**src/rtl/instr_fetch_unit.sv**
```systemverilog
// ---------------------------------------------------------------------------
// instr_fetch_unit
//
// Fetch stage feeding the single-cycle core. Owns the fetch PC, issues one
// word request at a time to instruction memory over a valid/ready channel,
// collects the in-order variable-latency responses into a small prefetch
// FIFO (instruction + PC), and handles branch/jump redirects by flushing the
// FIFO and discarding any response that belongs to a superseded request.
//
// Ports:
//   clk              rising-edge clock
//   reset            asynchronous, active-high reset
//   imem_req_valid   request valid (held with its address until accepted)
//   imem_req_ready   memory accepts the request this cycle
//   imem_req_addr    word-aligned byte address of the request
//   imem_resp_valid  response valid (one per accepted request, in order)
//   imem_resp_data   returned instruction word
//   inst_valid       FIFO head valid
//   inst_ready       core consumes the head this cycle
//   inst             head instruction (holds last value while empty)
//   inst_pc          PC of the head instruction
//   redirect_valid   taken branch/jump, one-cycle pulse
//   redirect_pc      redirect target (low two bits ignored)
// ---------------------------------------------------------------------------
module instr_fetch_unit #(
    parameter int              XLEN       = 64,
    parameter logic [XLEN-1:0] RESET_PC   = '0,
    parameter int              FIFO_DEPTH = 4
) (
    input  logic            clk,
    input  logic            reset,
    output logic            imem_req_valid,
    input  logic            imem_req_ready,
    output logic [XLEN-1:0] imem_req_addr,
    input  logic            imem_resp_valid,
    input  logic [31:0]     imem_resp_data,
    output logic            inst_valid,
    input  logic            inst_ready,
    output logic [31:0]     inst,
    output logic [XLEN-1:0] inst_pc,
    input  logic            redirect_valid,
    input  logic [XLEN-1:0] redirect_pc
);

    localparam int PTR_W = $clog2(FIFO_DEPTH);
    localparam int CNT_W = PTR_W + 1;

    localparam logic [1:0] ST_IDLE = 2'd0;
    localparam logic [1:0] ST_REQ  = 2'd1;
    localparam logic [1:0] ST_RESP = 2'd2;

    // ------------------------------------------------------------------
    // State
    // ------------------------------------------------------------------
    logic [1:0]       r_state;
    logic [XLEN-1:0]  r_fetch_pc;   // next PC to request
    logic [XLEN-1:0]  r_req_addr;   // address of the current/last request
    logic             r_stale;      // outstanding/pending request is superseded
    logic [PTR_W-1:0] r_rd_ptr;
    logic [PTR_W-1:0] r_wr_ptr;
    logic [CNT_W-1:0] r_count;
    logic [31:0]      r_inst;
    logic [XLEN-1:0]  r_inst_pc;
    logic [31:0]      r_fifo_inst [FIFO_DEPTH];
    logic [XLEN-1:0]  r_fifo_pc   [FIFO_DEPTH];

    // ------------------------------------------------------------------
    // Combinational helpers
    // ------------------------------------------------------------------
    logic [XLEN-1:0]  w_redirect_pc;
    logic             w_req_fire;
    logic             w_resp_fire;
    logic             w_push;
    logic             w_pop;
    logic [CNT_W-1:0] w_count_nxt;
    logic             w_credit;
    logic [PTR_W-1:0] w_rd_ptr_nxt;
    logic             w_bypass;
    logic [1:0]       w_state_nxt;

    assign w_redirect_pc = {redirect_pc[XLEN-1:2], 2'b00};
    assign w_req_fire    = (r_state == ST_REQ) & imem_req_ready;
    assign w_resp_fire   = (r_state == ST_RESP) & imem_resp_valid;
    // A response is kept only if its request is still current and no
    // redirect lands in the same cycle.
    assign w_push        = w_resp_fire & ~r_stale & ~redirect_valid;
    assign w_pop         = (r_count != '0) & inst_ready;
    assign w_count_nxt   = redirect_valid ? '0
                         : r_count + CNT_W'(w_push) - CNT_W'(w_pop);
    // Only one request is ever outstanding, and it is retired in the same
    // cycle its credit is re-evaluated, so occupancy after this edge is the
    // whole credit picture.
    assign w_credit      = (w_count_nxt < CNT_W'(FIFO_DEPTH));
    assign w_rd_ptr_nxt  = r_rd_ptr + PTR_W'(w_pop);
    // The pushed word becomes the head directly when nothing else remains.
    assign w_bypass      = w_push & ((r_count - CNT_W'(w_pop)) == '0);

    // NOTE: every signal assigned in always_comb gets a default first, so no
    // path leaves it unassigned and no latch is inferred.
    always_comb begin
        w_state_nxt = r_state;
        case (r_state)
            ST_IDLE: if (!redirect_valid && w_credit) w_state_nxt = ST_REQ;
            ST_REQ:  if (imem_req_ready)              w_state_nxt = ST_RESP;
            ST_RESP: if (imem_resp_valid)             w_state_nxt = w_credit ? ST_REQ : ST_IDLE;
            default:                                  w_state_nxt = ST_IDLE;
        endcase
    end

    // ------------------------------------------------------------------
    // Control: state, PCs, stale flag
    // ------------------------------------------------------------------
    // NOTE: sequential state uses non-blocking assignments so every register
    // samples pre-edge values regardless of block ordering.
    always_ff @(posedge clk or posedge reset) begin
        if (reset) begin
            r_state    <= ST_IDLE;
            r_fetch_pc <= RESET_PC;
            r_req_addr <= RESET_PC;
            r_stale    <= 1'b0;
        end else begin
            r_state <= w_state_nxt;

            if (redirect_valid) begin
                r_fetch_pc <= w_redirect_pc;
            end else if (w_req_fire && !r_stale) begin
                r_fetch_pc <= r_req_addr + XLEN'(4);
            end

            // The address is latched on entry to REQ and then held until
            // acceptance, even if a redirect arrives meanwhile.
            if (w_state_nxt == ST_REQ && r_state != ST_REQ) begin
                r_req_addr <= redirect_valid ? w_redirect_pc : r_fetch_pc;
            end

            // A response retires the single outstanding request, so the
            // flag clears even when a redirect coincides with it.
            if (w_resp_fire) begin
                r_stale <= 1'b0;
            end else if (redirect_valid && (r_state == ST_REQ || r_state == ST_RESP)) begin
                r_stale <= 1'b1;
            end
        end
    end

    // ------------------------------------------------------------------
    // Prefetch FIFO
    // ------------------------------------------------------------------
    // NOTE: the storage array has no reset; validity is tracked entirely by
    // the pointers and count, so resetting the array would only cost area.
    always_ff @(posedge clk) begin
        if (w_push) begin
            r_fifo_inst[r_wr_ptr] <= imem_resp_data;
            r_fifo_pc[r_wr_ptr]   <= r_req_addr;
        end
    end

    always_ff @(posedge clk or posedge reset) begin
        if (reset) begin
            r_rd_ptr <= '0;
            r_wr_ptr <= '0;
            r_count  <= '0;
        end else if (redirect_valid) begin
            r_rd_ptr <= '0;
            r_wr_ptr <= '0;
            r_count  <= '0;
        end else begin
            r_rd_ptr <= w_rd_ptr_nxt;
            if (w_push) r_wr_ptr <= r_wr_ptr + PTR_W'(1);
            r_count  <= w_count_nxt;
        end
    end

    // Registered head: reloaded whenever the FIFO stays non-empty, otherwise
    // it keeps the last delivered instruction.
    always_ff @(posedge clk or posedge reset) begin
        if (reset) begin
            r_inst    <= '0;
            r_inst_pc <= '0;
        end else if (w_count_nxt != '0) begin
            if (w_bypass) begin
                r_inst    <= imem_resp_data;
                r_inst_pc <= r_req_addr;
            end else begin
                r_inst    <= r_fifo_inst[w_rd_ptr_nxt];
                r_inst_pc <= r_fifo_pc[w_rd_ptr_nxt];
            end
        end
    end

    // ------------------------------------------------------------------
    // Outputs
    // ------------------------------------------------------------------
    assign imem_req_valid = (r_state == ST_REQ);
    assign imem_req_addr  = r_req_addr;
    assign inst_valid     = (r_count != '0);
    assign inst           = r_inst;
    assign inst_pc        = r_inst_pc;

endmodule

```
**config.mk**
```make
export PLATFORM = sky130hd
export DESIGN_NAME = instr_fetch_unit
export DESIGN_NICKNAME = d
export VERILOG_FILES = /design/src/rtl/instr_fetch_unit.sv
export SDC_FILE = /design/constraint.sdc
export NUM_CORES = 1
export LEC_CHECK = 0
export CAP_MARGIN = 20
export CORE_MARGIN = 4
export CORE_UTILIZATION = 30
export CTS_BUF_LIST = sky130_fd_sc_hd__clkbuf_8
export DETAILED_ROUTE_END_ITERATION = 16
export PLACE_DENSITY = 0.47
export RECOVER_POWER = 50
export SLEW_MARGIN = 20
export SYNTH_ARGS = -nofsm -noshare
export SYNTH_HDL_FRONTEND = slang
export SYNTH_SLANG_ARGS = --single-unit
export TNS_END_PERCENT = 20
```
**constraint.sdc**
```tcl
create_clock -name clk -period 10.4 [get_ports clk]
set_clock_uncertainty 0.1 [all_clocks]
set_input_delay 2.08 -clock clk [delete_from_list [all_inputs] [get_ports clk]]
set_output_delay 2.08 -clock clk [all_outputs]
set_load 0.01 [all_outputs]
```
Figure 1. Signal wires on met1 (run 1).
Drawn at 1 px/um. Supply wires on this layer in gray.
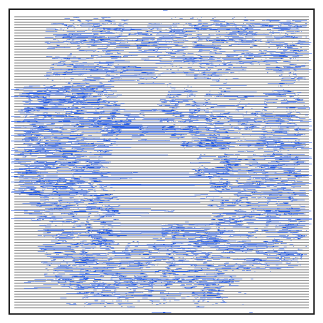
nets with wire on the layer: 2045
main direction: horizontal
met1 Track Usage GR: 22.3%
Routed Wire Length: 76000 um
vias after detailed routing: 16700

Figure 2. Met2 routing (run 1).
Drawn at 1 px/um.
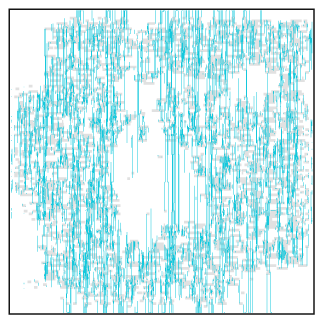
wire length on this layer: 36.0 mm
share of all routed wire: 47%
main direction: vertical
met2 Use GR: 27.0%

==> results.txt, run 1 <==
yosys + openroad results -> CTS buffer count=110, Critical Path RT=10.82 ns, Post-synth seq share=between 60% and 70%, CP max FO=just under 60, cells after synthesis=1843, peak supply drop=about 0.00017 V, global-route wire length before repair=around 110000 um, pin count of the biggest net entering global routing=around 130, CP delay by family, top=buffers and inverters, Peak Freq=0.145 GHz, share of post-route cells with drive strength above 1=16.6%, Final Max Tran Viols=roughly 360, initial drt markers=963, EDFF count, synth=around 380, # Post-CTS Setup Buffers=0, initial antenna violation count=9, met2 routed wirelength=roughly 36000 um, Reg2Reg Depth=9, TritonCTS clock tree=yes, Die H=roughly 300 um, gpl congestion=0.721, Vias/cell=around 5, endpoint type of the worst setup path=flip-flop, drt wl/cell=22.5 um, remaining routing DRC violations=0, YS chip area=roughly 26000 um2, Final Setup Violations=0, most frequent logic cell in the layout=edfxtp_1, port buffer count=261, post-cts resize count=0, WL met1=about 33000 um, io pins=264, main flop type=edfxtp_1, CP bufs+invs=3, num rows=107, Horiz. Die Dim=just over 300 um, most instantiated logic cells after routing=384 x edfxtp_1, 288 x nand2_1, 234 x dfrtp_1, 184 x clkdlybuf4s50_1, 131 x clkbuf_8, final setup TNS=0 ns, H-tree level count=3, yosys warns=0, Pwr per Cell Area=283 nW/um2, core footprint=around 86000 um2, crit path cell chain=clkdlybuf4s50_1, and2_1, ha_1, xor2_4, clkbuf_1, buf_4, mux4_2, nand2_1, a31oi_1, slowest stage cell, crit path=clkbuf_1, Final Hold Violation Tally=0, Unique cell types=61, Post-synth ARST share=a little under two fifths, critical path type=in -> reg, Period Utilization, post-route=66.3%, ys flops=about 620, Congestion Overflow GR=0, tool warnings=around 42, Hold Path Depth=2, min cycle time layout=6.90 ns, Avg Cell Area, Syn=~14 um2, chip area=91900 um2, ys cells=1843, Cell Area, Synth=approximately 26000 um2, CTS sink cnt=approximately 620, DRT Pass-1 Iters=5, failing checks=max-capacitance violations, max-slew violations, Final #Nets=~2200, post-detail-place hpwl=between 40000 and 50000 um, clk buf depth=3, vias in the first global route=17700, Levels on crit path=9, Syn Nets=around 2000, CP startpoint kind=primary input, Arrival @ worst endpoint=roughly 7.3 ns, Max-cap violations=8, Area Growth Syn to Fin=23.3%, CP peak stage delay=roughly 2.3 ns, relative slew slack=-308%, status=finished, violations left, post-route ant nets=0, Init Core Util=slightly above 30%, root buf cell=clkbuf_8, RSZ-0062 raised after global routing=false, Late-Pin Clk Latency=~0.70 ns, Power, Total=a little over 9 mW, Top Metal Used=met5, clk slew on worst S/H paths=approximately 0.060 ns, Worst Tran Pin Value=approximately 6 ns
Figure 3. Metal 3 (run 1).
Drawn at 1 px/um.
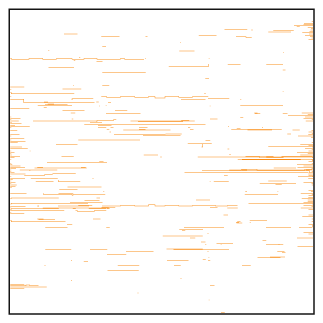
share of all routed wire: 7.0%
longest straight run: 124 um
nets with wire on the layer: 218
met3 usage: 4.15%

Figure 4. Metal 4 (run 1).
Drawn at 1 px/um. Supply wires on this layer in gray.
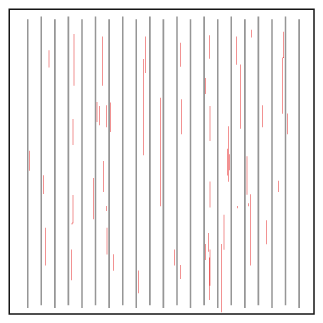
wire length on this layer: 1620 um
nets with wire on the layer: 23
longest straight run: 108 um
share of all routed wire: 2.1%
main direction: vertical

run 1: sequential cells by signal, summed over array words and instances (netlist names):
register       count
r_fifo_pc        256
r_fifo_inst      128
imem_req_addr     64
inst_pc           64
r_fetch_pc        64
inst              32
r_count            3
r_rd_ptr           2
r_state            2
r_wr_ptr           2
r_stale            1
run 1: worst register-to-register path: cells and delay by family (launching register included):
kind,cells,cell delay (ns)
AOI/OAI and AO/OA,1,0.11
xor gates and xnor gates,1,0.13
adders and majority gates,1,0.25
buffers and inverters,2,3.32
DFF,1,0.43
muxes,1,0.58
and+or+nand+nor,3,0.79
run 1: cell families (layout without fill, tap and decap cells):
| group | count (synthesis) | in the layout | share of synthesized area, % |
|---|---|---|---|
| other | 0 | 8 | 0 |
| xor gates and xnor gates | 40 | 40 | 1.39 |
| DFF | 618 | 618 | 66.5 |
| buffers and inverters | 161 | 539 | 2.69 |
| adders and majority gates | 14 | 14 | 0.699 |
| muxes | 209 | 209 | 13.0 |
| AOI/OAI and AO/OA | 229 | 229 | 5.66 |
| and+or+nand+nor | 572 | 572 | 10.0 |
run 1: where the power goes:
part	total [mW]	internal (mW)	switching, mW
registers	3.71	3.16	0.557
logic	3.13	1.58	1.55
clock network	2.29	1.25	1.04
total	9.13	5.98	3.14
run 1: Yosys cell counts (all sizes together) (5+ instances only):
cell / instances / area share, %
mux4: 96 / 8.3
nor4: 14 / 0.49
dfrtp: 234 / 22
nor3: 14 / 0.27
xor2: 21 / 0.70
a21oi: 16 / 0.31
clkbuf: 74 / 1.1
a22oi: 22 / 0.63
a221o: 6 / 0.23
mux2i: 27 / 1.0
o221ai: 11 / 0.37
nand4: 44 / 1.2
or4: 8 / 0.27
and2: 11 / 0.26
and4: 5 / 0.17
nand3: 27 / 0.52
ha: 13 / 0.62
nand2: 289 / 4.2
or3: 7 / 0.17
edfxtp: 384 / 44
mux2: 86 / 3.7
inv: 37 / 0.53
buf: 50 / 1.1
o211ai: 6 / 0.17
a31oi: 99 / 2.4
o21ai: 53 / 1.0
nor2b: 6 / 0.14
and3: 16 / 0.38
xnor2: 18 / 0.60
nor2: 122 / 1.8
run 1: stage by stage:
step                      util, %  cells  setup slack (ns)  instance area, um2  hold WS (ns)
final                        37.6   3373              3.50               32200         0.393
after global routing         37.5   3365              2.69               32200         0.420
after CTS                    37.6   3365              4.50               32300         0.398
after detailed placement     34.9   3155              3.69               30000         0.384
after global placement       34.9   3154              3.79               30000         0.381
after floorplan                 -   1843              1.80               26100         0.362
run 1: final cells by class:
class                   instances  area, um2  share of cell area [%]
inverters                      37        140                   0.435
clock buffers                 131       1800                    5.59
flip-flops and latches        618      17400                    53.9
diodes                          8       20.0                  0.0621
repair buffers                292       2850                    8.85
multi-input cells            1064       8120                    25.2
well taps                    1144       1430                    4.44
clock inverters                79        477                    1.48
run 1: final timing paths:
kind                                start        endpoint  slack [ns]
max                            inst_ready     inst_pc[36]        3.50
min                        r_fetch_pc[59]  r_fetch_pc[59]        0.39
max reg2reg                    r_count[1]     inst_pc[36]        4.55
min reg2reg                r_fetch_pc[59]  r_fetch_pc[59]        0.39
max in group asynchronous           reset  r_fetch_pc[23]        3.66
min in group asynchronous           reset         inst[9]        3.66
==> run 1 -> run 2 <==
--- a/config.mk
+++ b/config.mk
@@ -10,7 +10,7 @@
 export CORE_UTILIZATION = 30
 export CTS_BUF_LIST = sky130_fd_sc_hd__clkbuf_8
 export DETAILED_ROUTE_END_ITERATION = 16
-export PLACE_DENSITY = 0.47
+export PLACE_DENSITY = 0.49
 export RECOVER_POWER = 50
 export SLEW_MARGIN = 20
 export SYNTH_ARGS = -nofsm -noshare
==> constraint.sdc (replaced) <==
create_clock -name clk -period 6.06 [get_ports clk]
set_clock_uncertainty 0.1 [all_clocks]
set_input_delay 1.212 -clock clk [delete_from_list [all_inputs] [get_ports clk]]
set_output_delay 1.212 -clock clk [all_outputs]
set_load 0.01 [all_outputs]
Figure 5. Placed standard cells (run 2).
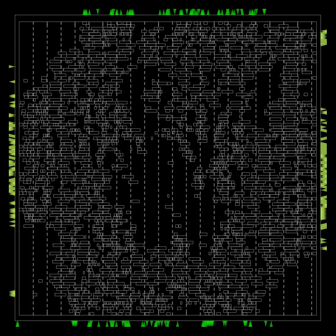
number of fill cells in the layout: 8201
# Taps: 1144

Figure 6. Signal wires on met1 (run 2).
Drawn at 1 px/um. Supply wires on this layer in gray.
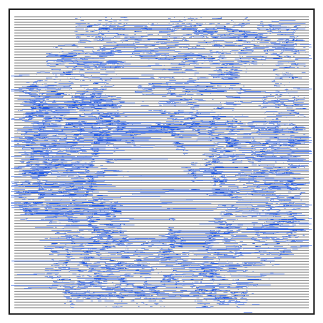
nets with wire on the layer: 2044
share of all routed wire: 44%
main direction: horizontal
met1 Track Usage GR: 22.4%
vias after detailed routing: 16800
Routed Wire Length: 76800 um

==> results.txt, run 2 <==
yosys + openroad results -> Unique cell types=61 (unchanged), Post-synth seq share=66.5% (unchanged), Yosys top cell by area=edfxtp_1, met3 wire length=between 4000 and 5000 um, crit path cell chain=dlygate4sd3_1, nand2_1, nor3_1, clkbuf_1, and2_1, buf_4, Post-synth ARST share=37.9% (unchanged), EDFF count, synth=384 (unchanged), initial drt markers=847 (-12%), Yosys top cell by instances=edfxtp_1, num rows=107 (unchanged), post-cts resize count=0 (unchanged), clk buf depth=3 (unchanged), root buf cell=clkbuf_8, yosys warns=0 (unchanged), CTS sink cnt=618 (unchanged), Top reg by flops=r_fifo_pc, Area Growth Syn to Fin=23.8%, H-tree level count=3 (unchanged), main flop type=edfxtp_1, slowest stage cell, crit path=and2_1, drt wl/cell=22.7 um (+0.94%), pin count of the biggest net entering global routing=146 (+15%), # Post-CTS Setup Buffers=0 (unchanged), Final Hold Violation Tally=0 (unchanged), Max-cap violations=7 (-1), final setup TNS=0 ns (unchanged), CP bufs+invs=3 (unchanged), gr usage total=between 10% and 20%, ys flops=618 (unchanged), Worst Tran Pin Value=3.18 ns (-2.90 ns), chip area=91900 um2 (unchanged), most instantiated logic cells after routing=384 x edfxtp_1, 288 x nand2_1, 234 x dfrtp_1, 225 x clkdlybuf4s50_1, 127 x clkbuf_8, status=finished, violations left, CP max FO=43 (-26%), top flop regs=r_fifo_pc (256), r_fifo_inst (128), vias in the first global route=17700 (-0.20%), met2 routed wirelength=37000 um (+3.0%), Setup WS pre-CTS=0.771 ns (-2.92 ns), endpoint type of the worst setup path=flip-flop, most frequent logic cell in the layout=edfxtp_1, top cells by count=384 x edfxtp_1, 289 x nand2_1, 234 x dfrtp_1, Die H=303 um (unchanged), relative slew slack=-112% (+200 points), TritonCTS clock tree=yes, Final #Nets=2249 (+0.45%), cells after synthesis=1843 (unchanged), port buffer count=261 (unchanged), core footprint=85800 um2 (unchanged), Avg Cell Area, Syn=14.2 um2 (unchanged), share of post-route cells with drive strength above 1=16.9% (+0.29 points), CP startpoint kind=primary input, Critical Path RT=6.30 ns (-4.52 ns), post-detail-place hpwl=45800 um (+2.3%), Congestion Overflow GR=0 (unchanged), WL met1=34100 um (+3.0%), tool warnings=37 (-12%), Period Utilization, post-route=about 81%, max reg flops=256 (unchanged), Hold Buf Count CTS=0, Hold Crit Class=reg -> reg, Leak Pwr=around 12 nW, io pins=264 (unchanged), CTS buffer count=111 (+0.91%), clk slew on worst S/H paths=0.06 ns (about the same), DRT Pass-1 Iters=5 (unchanged), failing checks=max-capacitance violations, max-slew violations, ys cells=1843 (unchanged), CP peak stage delay=2.09 ns (-0.22 ns), post-route ant nets=0 (unchanged), Placed Area=30200 um2 (+0.62%), min cycle time layout=a little under 5 ns, Vias/cell=4.98 (+0.65%), gpl congestion=0.719 (-0.26%), top cells, area=edfxtp_1 44%, dfrtp_1 22%, mux4_2 8.3%, worst setup margin=1.14 ns (-2.36 ns), Top-area cell share=44.1% (unchanged), global-route wire length before repair=114000 um (about the same), Init Core Util=30.5% (unchanged), RSZ-0062 raised after global routing=false, initial antenna violation count=6 (-3), CP delay by family, top=simple AND/OR/NAND/NOR gates, Syn Nets=1959 (unchanged), peak supply drop=0.000299 V (+76%), YS chip area=26100 um2 (unchanged), Final Max Tran Viols=316 (-12%), Finished Cell Area=32400 um2 (+0.39%), Arrival @ worst endpoint=5.15 ns (-2.17 ns), Horiz. Die Dim=303 um (unchanged), post-layout util=37.7% (+0.15 points), critical path type=in -> reg, Final Setup Violations=0 (unchanged), Late-Pin Clk Latency=0.71 ns (about the same), Cell Area, Synth=26100 um2 (unchanged), Peak Freq=0.203 GHz, remaining routing DRC violations=0 (unchanged), Pwr per Cell Area=489 nW/um2 (+73%), Top Metal Used=met5
-- run 2: cell counts after synthesis --
Identical to the previous run, type by type.
-- run 2: logic make-up (layout without fill, tap and decap cells) --
logic type	count (synthesis)	after routing	synth area share, %
muxes	209	209	13.0
DFF	618	618	66.5
other	0	3	0
adders and majority gates	14	14	0.699
AOI/OAI and AO/OA	229	229	5.66
and+or+nand+nor	572	572	10.0
buffers and inverters	161	548	2.69
xor gates and xnor gates	40	40	1.39
-- run 2: through the flow --
| stage | std cells | hold WS [ns] | power, mW |
|---|---|---|---|
| final | 3377 | 0.400 | 15.8 |
| after CTS | 3373 | 0.405 | 16.1 |
| after detailed placement | 3163 | 0.392 | 12.2 |
| after global routing | 3374 | 0.424 | 16.9 |
| after global placement | 3163 | 0.380 | 12.1 |
| after floorplan | 1843 | 0.362 | 9.65 |
-- run 2: per-layer routing --
| layer | global-route usage, % | up-vias |
|---|---|---|
| li1 | - | 7528 |
| met1 | 22.4 | 8754 |
| met5 | 0 | - |
| met4 | 4.13 | 4 |
| met2 | 27.3 | 456 |
| met3 | 3.60 | 90 |
-- run 2: report_power, final --
part / switching, mW / total [mW] / leakage, nW / internal (mW)
combinational: 2.74 / 5.59 / 4.21 / 2.85
sequential: 0.955 / 6.37 / 6.22 / 5.41
clock: 1.80 / 3.86 / 1.25 / 2.06
-- run 2: layout make-up --
type                    count  area [um2]  area share, %
clock inverters            83         470           1.45
inverters                  37         140          0.433
flip-flops and latches    618       17400           53.7
clock buffers             127        1750           5.40
diodes                      3        7.51         0.0232
repair buffers            301        3040           9.40
well taps                1144        1430           4.42
multi-input cells        1064        8140           25.1
-- run 2: worst paths after layout --
path                            startpoint                 to  slack, ns  depth (start not counted)
min in group asynchronous            reset           inst[28]       0.79                          2
setup reg to reg                r_state[0]   r_fifo_pc[1][18]       1.54                          7
setup / recovery           imem_resp_valid   r_fifo_pc[1][18]       1.14                          6
hold reg to reg             r_fetch_pc[60]     r_fetch_pc[60]       0.40                          2
max in group asynchronous            reset  imem_req_addr[28]       1.44                          4
hold / removal              r_fetch_pc[60]     r_fetch_pc[60]       0.40                          2
-- run 2: tightest hold or removal path: stages, from the launching register on --
cell and delay, ns:
dfrtp_1 0.34, a22oi_1 0.06, nand3_1 0.07
==> run 2 -> run 3 <==
--- a/config.mk
+++ b/config.mk
@@ -10,7 +10,7 @@
 export CORE_UTILIZATION = 30
 export CTS_BUF_LIST = sky130_fd_sc_hd__clkbuf_8
 export DETAILED_ROUTE_END_ITERATION = 16
-export PLACE_DENSITY = 0.49
+export PLACE_DENSITY = 0.47
 export RECOVER_POWER = 50
 export SLEW_MARGIN = 20
 export SYNTH_ARGS = -nofsm -noshare
==> constraint.sdc (replaced) <==
create_clock -name clk -period 5.1 [get_ports clk]
set_clock_uncertainty 0.1 [all_clocks]
set_input_delay 1.02 -clock clk [delete_from_list [all_inputs] [get_ports clk]]
set_output_delay 1.02 -clock clk [all_outputs]
set_load 0.01 [all_outputs]
Figure 7. Met2 routing (run 3).
Drawn at 1 px/um.
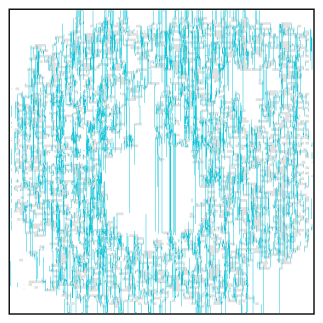
nets with wire on the layer: 1937
wire length on this layer: 36.8 mm
main direction: vertical
longest straight run: 130 um
share of all routed wire: 48%
Routed Wire Length: 76000 um
vias after detailed routing: 16800
met2 Use GR: 27.6%

Figure 8. Placed standard cells (run 3).
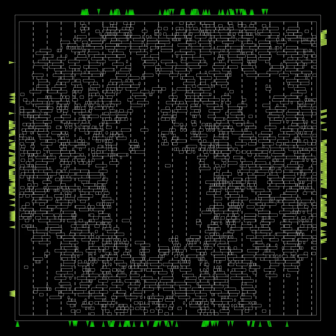
final std cells w/o fill: 3380
post-layout util: 37.7%
core footprint: 85800 um2
num rows: 107

==> results.txt, run 3 <==
yosys + openroad results -> gr usage total=16.5% (-0.081 points), cells after synthesis=1843 (unchanged), reg2reg start=r_state[0], Vias/cell=4.96 (-0.55%), Reg2Reg Depth=7 (unchanged), top flop regs=r_fifo_pc (256), r_fifo_inst (128), Init Core Util=30.5% (unchanged), Worst R2R Setup Slack=0.95 ns (-0.59 ns), Final Hold Violation Tally=0 (unchanged), Late-Pin Clk Latency=0.71 ns (about the same), Avg Cell Area, Syn=14.2 um2 (unchanged), post-detail-place hpwl=47100 um (+2.8%), Max-cap violations=6 (-1), CTS sink cnt=618 (unchanged), dpl cells=3172 (+0.28%), critical path type=in -> reg, Hold Buf Count CTS=0 (unchanged), post-route ant nets=0 (unchanged), Worst Tran Pin Value=2.41 ns (-0.767 ns), Peak Freq=approximately 0.23 GHz, port buffer count=261 (unchanged), Setup WS pre-CTS=0.246 ns (-0.525 ns), DRT Pass-1 Iters=5 (unchanged), Leak Pwr=11.8 nW (+0.71%), relative slew slack=-61.0% (+51 points), # Post-CTS Setup Buffers=0 (unchanged), Unique cell types=61 (unchanged), EDFF count, synth=384 (unchanged), drt wl/cell=22.5 um (-1.1%), most frequent logic cell in the layout=edfxtp_1, initial drt markers=1172 (+38%), Final Setup Violations=0 (unchanged), CP startpoint kind=primary input, Syn Nets=1959 (unchanged), status=finished, violations left, initial antenna violation count=8 (+2), critical path startpoint=imem_resp_valid, failing checks=max-capacitance violations, max-slew violations, Post-synth seq share=66.5% (unchanged), Final #Nets=2255 (+0.27%), Worst Hold End=r_fetch_pc[28], final setup TNS=0 ns (unchanged), vias in the first global route=17600 (-0.33%), Congestion Overflow GR=0 (unchanged), ys flops=618 (unchanged), main flop type=edfxtp_1, Hold Path Depth=2 (unchanged), worst setup margin=0.760 ns (-0.384 ns), Cell Area, Synth=26100 um2 (unchanged), io pins=264 (unchanged), H-tree level count=3 (unchanged), clk slew on worst S/H paths=0.06 ns (about the same), tool warnings=37 (unchanged), Final Max Tran Viols=172 (-46%), CP max FO=33 (-23%), RR Endpoint=r_fifo_pc[2][16], ys cells=1843 (unchanged), Die H=303 um (unchanged), pin count of the biggest net entering global routing=116 (-21%), remaining routing DRC violations=0 (unchanged), RSZ-0062 raised after global routing=false, worst hold start=r_fetch_pc[28], Horiz. Die Dim=303 um (unchanged), Area Growth Syn to Fin=23.9% (about the same), Hold Crit Class=reg -> reg, YS chip area=26100 um2 (unchanged), most instantiated logic cells after routing=384 x edfxtp_1, 289 x nand2_1, 234 x dfrtp_1, 226 x clkdlybuf4s50_1, 121 x nor2_1, Pwr per Cell Area=576 nW/um2 (+18%), top cells by count=384 x edfxtp_1, 289 x nand2_1, 234 x dfrtp_1, max reg flops=256 (unchanged), Arrival @ worst endpoint=4.61 ns (-0.54 ns)
==> run 3: cell types whose count changed in the layout (fill, tap and decap cells not counted), moves of 4 or more <==
cell	before	now
clkbuf_8	127	118
buf_12	11	18
clkinv_1	26	13
buf_4	19	23
inv_1	65	80
==> run 3: kinds of logic after synthesis <==
group                    Yosys count  share of synthesized area, %
flip-flops                       618                          66.5
AND/OR/NAND/NOR                  572                          10.0
AND-OR/OR-AND                    229                          5.66
multiplexers                     209                          13.0
buffers and inverters            161                          2.69
XOR/XNOR                          40                          1.39
adder cells (fa/ha/maj)           14                         0.699
==> run 3: critical path: stages <==
cell and delay [ns]:
dlygate4sd3_1 0.59, nand2_1 0.11, nor3_1 0.22, clkbuf_1 0.26, and2_1 1.79, buf_4 0.57
==> run 3: how the worst max path moves through the flow <==
stage / endpoint / slack [ns] / depth (start not counted)
2_1_floorplan: r_fifo_inst[0][0] / 0.68 / 3
3_3_place_gp: imem_req_addr[13] / 0.24 / 16
3_5_place_dp: imem_req_addr[12] / 0.25 / 16
4_1_cts: imem_req_addr[26] / 1.0 / 13
5_1_grt: r_fifo_pc[2][16] / 0.49 / 6
6_report: r_fifo_pc[2][16] / 0.76 / 6
==> run 3: layer usage <==
layer	vias to the layer above	global-route usage, %	wire length [um]
li1	7539	-	-
met1	8680	22.0	33500
met2	421	27.6	36800
met3	102	3.69	4380
met4	12	3.79	1190
met5	-	0	75
==> run 3: report_power, final <==
part / leakage (nW) / internal [mW] / switching [mW]
clock network: 1.26 / 2.31 / 2.12
registers: 6.22 / 6.43 / 1.13
logic: 4.28 / 3.42 / 3.25
total: 11.8 / 12.2 / 6.49
==> run 3: area by class of cell <==
type                    count  area (um2)
diodes                      1        2.50
multi-input cells        1064        8120
flip-flops and latches    618       17400
well taps                1144        1430
repair buffers            310        3180
clock inverters            88         497
clock buffers             118        1620
inverters                  37         140
fillers                  8180       53400
==> run 3: through the flow <==
step	hold WS (ns)	util, %	cell area (um2)	total power [mW]
detailed placement	0.386	35.3	30300	14.5
finish	0.399	37.7	32400	18.7
global placement	0.376	35.3	30300	14.4
CTS	0.401	37.8	32400	19.1
global route	0.427	37.7	32400	19.9
floorplan	0.362	-	26100	11.5
No activity file was given, so power comes from the tool's default toggle rates.
